**src/rtl/regfile_pkg.sv**
```systemverilog
`default_nettype none
// ============================================================================
// Module   : regfile_pkg
// Purpose  : Shared register-file defaults and the address/data types used by
//            decode and writeback.
// Revision : 1.0 - initial release
// ============================================================================
package regfile_pkg;

    localparam int c_xlen  = 32;
    localparam int c_depth = 32;
    localparam int c_nrd   = 2;
    localparam int c_aw    = $clog2(c_depth);

    typedef logic [c_aw-1:0]   reg_addr_t;
    typedef logic [c_xlen-1:0] reg_data_t;

endpackage
`default_nettype wire

```
**src/rtl/regfile_scoreboard.sv**
```systemverilog
`default_nettype none
// ============================================================================
// Module   : regfile_scoreboard
// Purpose  : Per-register pending-write busy bits with set-over-clear priority
//            and an NRD-port lookup of the post-edge busy state.
// Revision : 1.0 - initial release
// ============================================================================
module regfile_scoreboard
    import regfile_pkg::*;
#(
    parameter  int DEPTH = c_depth,
    parameter  int NRD   = c_nrd,
    localparam int AW    = $clog2(DEPTH)
) (
    input  logic                CLK,
    input  logic                RSTn,
    input  logic                stall,
    input  logic                sb_set,
    input  logic [AW-1:0]       sb_add,
    input  logic                wen,
    input  logic [AW-1:0]       wadd,
    input  logic [NRD*AW-1:0]   radd,
    output logic [NRD-1:0]      busy_nxt
);

    logic [DEPTH-1:0] r_busy;
    logic [DEPTH-1:0] w_busy_nxt;

    // Clear is applied before set so a same-cycle reissue keeps the register busy.
    always_comb begin
        w_busy_nxt = r_busy;
        if (!stall) begin
            if (wen)
                w_busy_nxt[wadd] = 1'b0;
            if (sb_set)
                w_busy_nxt[sb_add] = 1'b1;
        end
        w_busy_nxt[0] = 1'b0;
    end

    always_ff @(posedge CLK or negedge RSTn) begin
        if (!RSTn)
            r_busy <= '0;
        else if (!stall)
            r_busy <= w_busy_nxt;
    end

    for (genvar p = 0; p < NRD; p++) begin : g_lookup
        assign busy_nxt[p] = w_busy_nxt[radd[p*AW +: AW]];
    end

endmodule
`default_nettype wire

```
**src/rtl/regfile_mp.sv**
```systemverilog
`default_nettype none
// ============================================================================
// Module   : regfile_mp
// Purpose  : Multi-read-port register file with registered reads, hardwired
//            x0, stall hold and pending-write scoreboard.
//            Optional same-edge write-to-read bypass: REGFILE_BYPASS_EN.
// Revision : 1.0 - initial release
// ============================================================================
module regfile_mp
    import regfile_pkg::*;
#(
    parameter  int XLEN  = c_xlen,
    parameter  int DEPTH = c_depth,
    parameter  int NRD   = c_nrd,
    localparam int AW    = $clog2(DEPTH)
) (
    input  logic                CLK,
    input  logic                RSTn,
    input  logic                stall,
    input  logic                ren,
    input  logic [NRD*AW-1:0]   radd,
    output logic [NRD*XLEN-1:0] rdata,
    output logic [NRD-1:0]      rbusy,
    input  logic                wen,
    input  logic [AW-1:0]       wadd,
    input  logic [XLEN-1:0]     wdata,
    input  logic                sb_set,
    input  logic [AW-1:0]       sb_add
);

    logic [XLEN-1:0] r_mem [DEPTH];
    logic [NRD-1:0]  w_busy_nxt;
    logic            w_wr_live;

    assign w_wr_live = wen && (wadd != '0);

    always_ff @(posedge CLK or negedge RSTn) begin
        if (!RSTn) begin
            for (int i = 0; i < DEPTH; i++)
                r_mem[i] <= '0;
        end else if (!stall && w_wr_live) begin
            r_mem[wadd] <= wdata;
        end
    end

    regfile_scoreboard #(
        .DEPTH (DEPTH),
        .NRD   (NRD)
    ) u_scoreboard (
        .CLK      (CLK),
        .RSTn     (RSTn),
        .stall    (stall),
        .sb_set   (sb_set),
        .sb_add   (sb_add),
        .wen      (wen),
        .wadd     (wadd),
        .radd     (radd),
        .busy_nxt (w_busy_nxt)
    );

    for (genvar p = 0; p < NRD; p++) begin : g_rd
        logic [AW-1:0]   w_ra;
        logic [XLEN-1:0] w_rval;
        logic [XLEN-1:0] r_data;
        logic            r_busy;

        assign w_ra = radd[p*AW +: AW];

`ifdef REGFILE_BYPASS_EN
        assign w_rval = (w_ra == '0)                   ? '0    :
                        (w_wr_live && (wadd == w_ra)) ? wdata :
                                                         r_mem[w_ra];
`else
        assign w_rval = (w_ra == '0) ? '0 : r_mem[w_ra];
`endif

        always_ff @(posedge CLK or negedge RSTn) begin
            if (!RSTn) begin
                r_data <= '0;
                r_busy <= 1'b0;
            end else if (!stall) begin
                r_data <= ren ? w_rval : '0;
                r_busy <= ren ? w_busy_nxt[p] : 1'b0;
            end
        end

        assign rdata[p*XLEN +: XLEN] = r_data;
        assign rbusy[p]              = r_busy;
    end

endmodule
`default_nettype wire

```
**config.mk**
```make
export PLATFORM = sky130hd
export DESIGN_NAME = regfile_mp
export DESIGN_NICKNAME = d
export VERILOG_FILES = /design/src/rtl/regfile_pkg.sv /design/src/rtl/regfile_scoreboard.sv /design/src/rtl/regfile_mp.sv
export SDC_FILE = /design/constraint.sdc
export NUM_CORES = 2
export LEC_CHECK = 0
export CAP_MARGIN = 20
export CORE_UTILIZATION = 57
export CTS_BUF_LIST = sky130_fd_sc_hd__clkbuf_16
export CTS_CLUSTER_SIZE = 8
export DETAILED_ROUTE_END_ITERATION = 7
export PLACE_DENSITY = 0.77
export SYNTH_ARGS = -nofsm -noshare
export SYNTH_HDL_FRONTEND = slang
export SYNTH_SLANG_ARGS = --single-unit
```
**constraint.sdc**
```tcl
create_clock -name CLK -period 1.7 [get_ports CLK]
set_clock_uncertainty 0.1 [all_clocks]
set_input_delay 0.34 -clock CLK [delete_from_list [all_inputs] [get_ports CLK]]
set_output_delay 0.34 -clock CLK [all_outputs]
set_load 0.01 [all_outputs]
```
==> flow_summary.ini <==
; yosys + openroad results
[outcome]
status = finished with violations
violations = setup timing

[flow_run]
warnings = 33
timing.max_cap.violations = 0

[cts]
post_cts_resized = 383
path_clk_slew_ps = 50
clk_latency_ps = 760
cts_htree_levels = 4
cts-root-buf = clkbuf_16
clk_path_buf_depth = 3

[power]
peakVddDrop_mv = 0.834
swShare = 0.261
p_seq_frac = 0.433
power.internal_mw = 56.0
combPwrFrac = 0.192
p_total_mw = 75.8

[setup_path]
cpMostUsedCell = mux4_2
r2r_start = r_mem[288]
r2r_slack_ps = -350
path_cells = mux4_2, mux4_2, mux2i_2, buf_4, o21ai_2
cp.required_ps = 2250
reg2reg_depth = 5
cp_top_family = multiplexers

[yosys]
yosys_cells = 3627
ff_type = dfrtp_1
netlist_logic_family_top = multiplexers
synth_top_area_share = 0.484
yosysChipArea_um2 = 58000
xor_share = 0
edf_count = 0
avgSynthCellArea_um2 = 16.0

[global_routing]
antenna_found_initial = 0
grt_max_degree = 105
grt_pass1_wl_mm = 273
use_met1 = 0.496

[die]
chip_area_um2 = 103000
io_pins = 124
fp_util = 0.578
core_area_um2 = 100000
num_rows = 116
die_w_um = 321

[finish]
clkCellAreaFrac = 0.0594
utilization = 0.714
largest_reg_flops = 1024
stdcell_area_um2 = 71700
regArea_um2 = 28100
most-common-layout-cells = dfrtp_1, mux2_2, mux4_2

[timing]
final.min_clock_period_ps = 2050
max_slew_margin = 0.447
rsz0062_at_grt = yes
setup_viol = 123
final-hold-violation-count = 0
worst_slack_ps = -351
max_freq_mhz = 488
drv_slew = 0
worst_pin_slew_ps = 821

[detailed_routing]
num_vias = 38800
drt_iter0_drc = 4048
top_layer = met4
via_per_inst = 6.98

[place]
place_area_um2 = 66300
pre_cts_ws_ps = -1210

[min_path]
hp-class = input port to async pin
**Power grid**

The bar under the picture is 100 µm long. Pins as bars on the die edge.
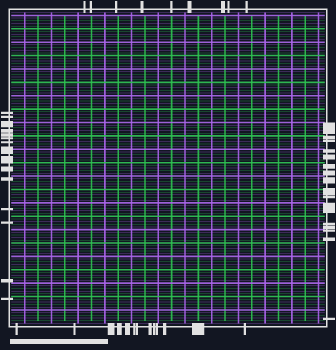
purple -> VSS
green -> VDD
rows = 116
signal pins = 124

**Cell classes on the final placement**

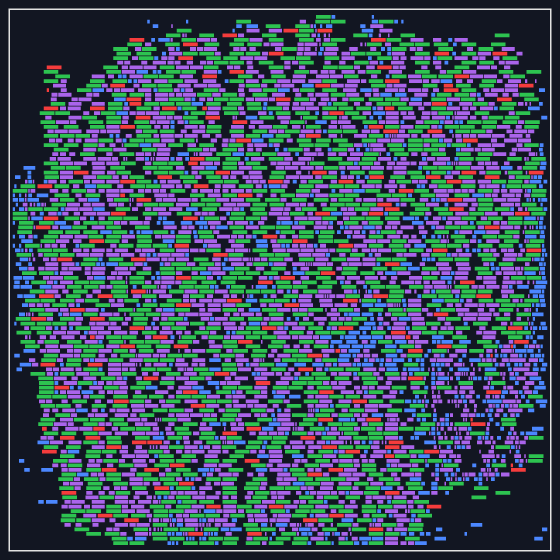
blue -> remaining buffers and delay cells  # cells 801, share of their area 12%
purple -> remaining logic cells  # cells 2095, share of their area 42%
red -> clock drivers and dummy loads  # cells 180, share of their area 6.1%
green -> registers  # cells 1121, share of their area 40%

**Routed clock nets over the placement**

The bar under the picture is 100 µm long.
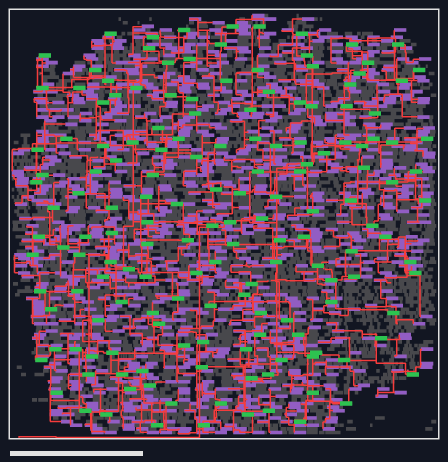
green -> clock-net drivers  # count 159
purple -> flip-flops  # count 1121
red -> clock wires  # length 14600 µm
routed clock nets = 160
flops lie = widely spread

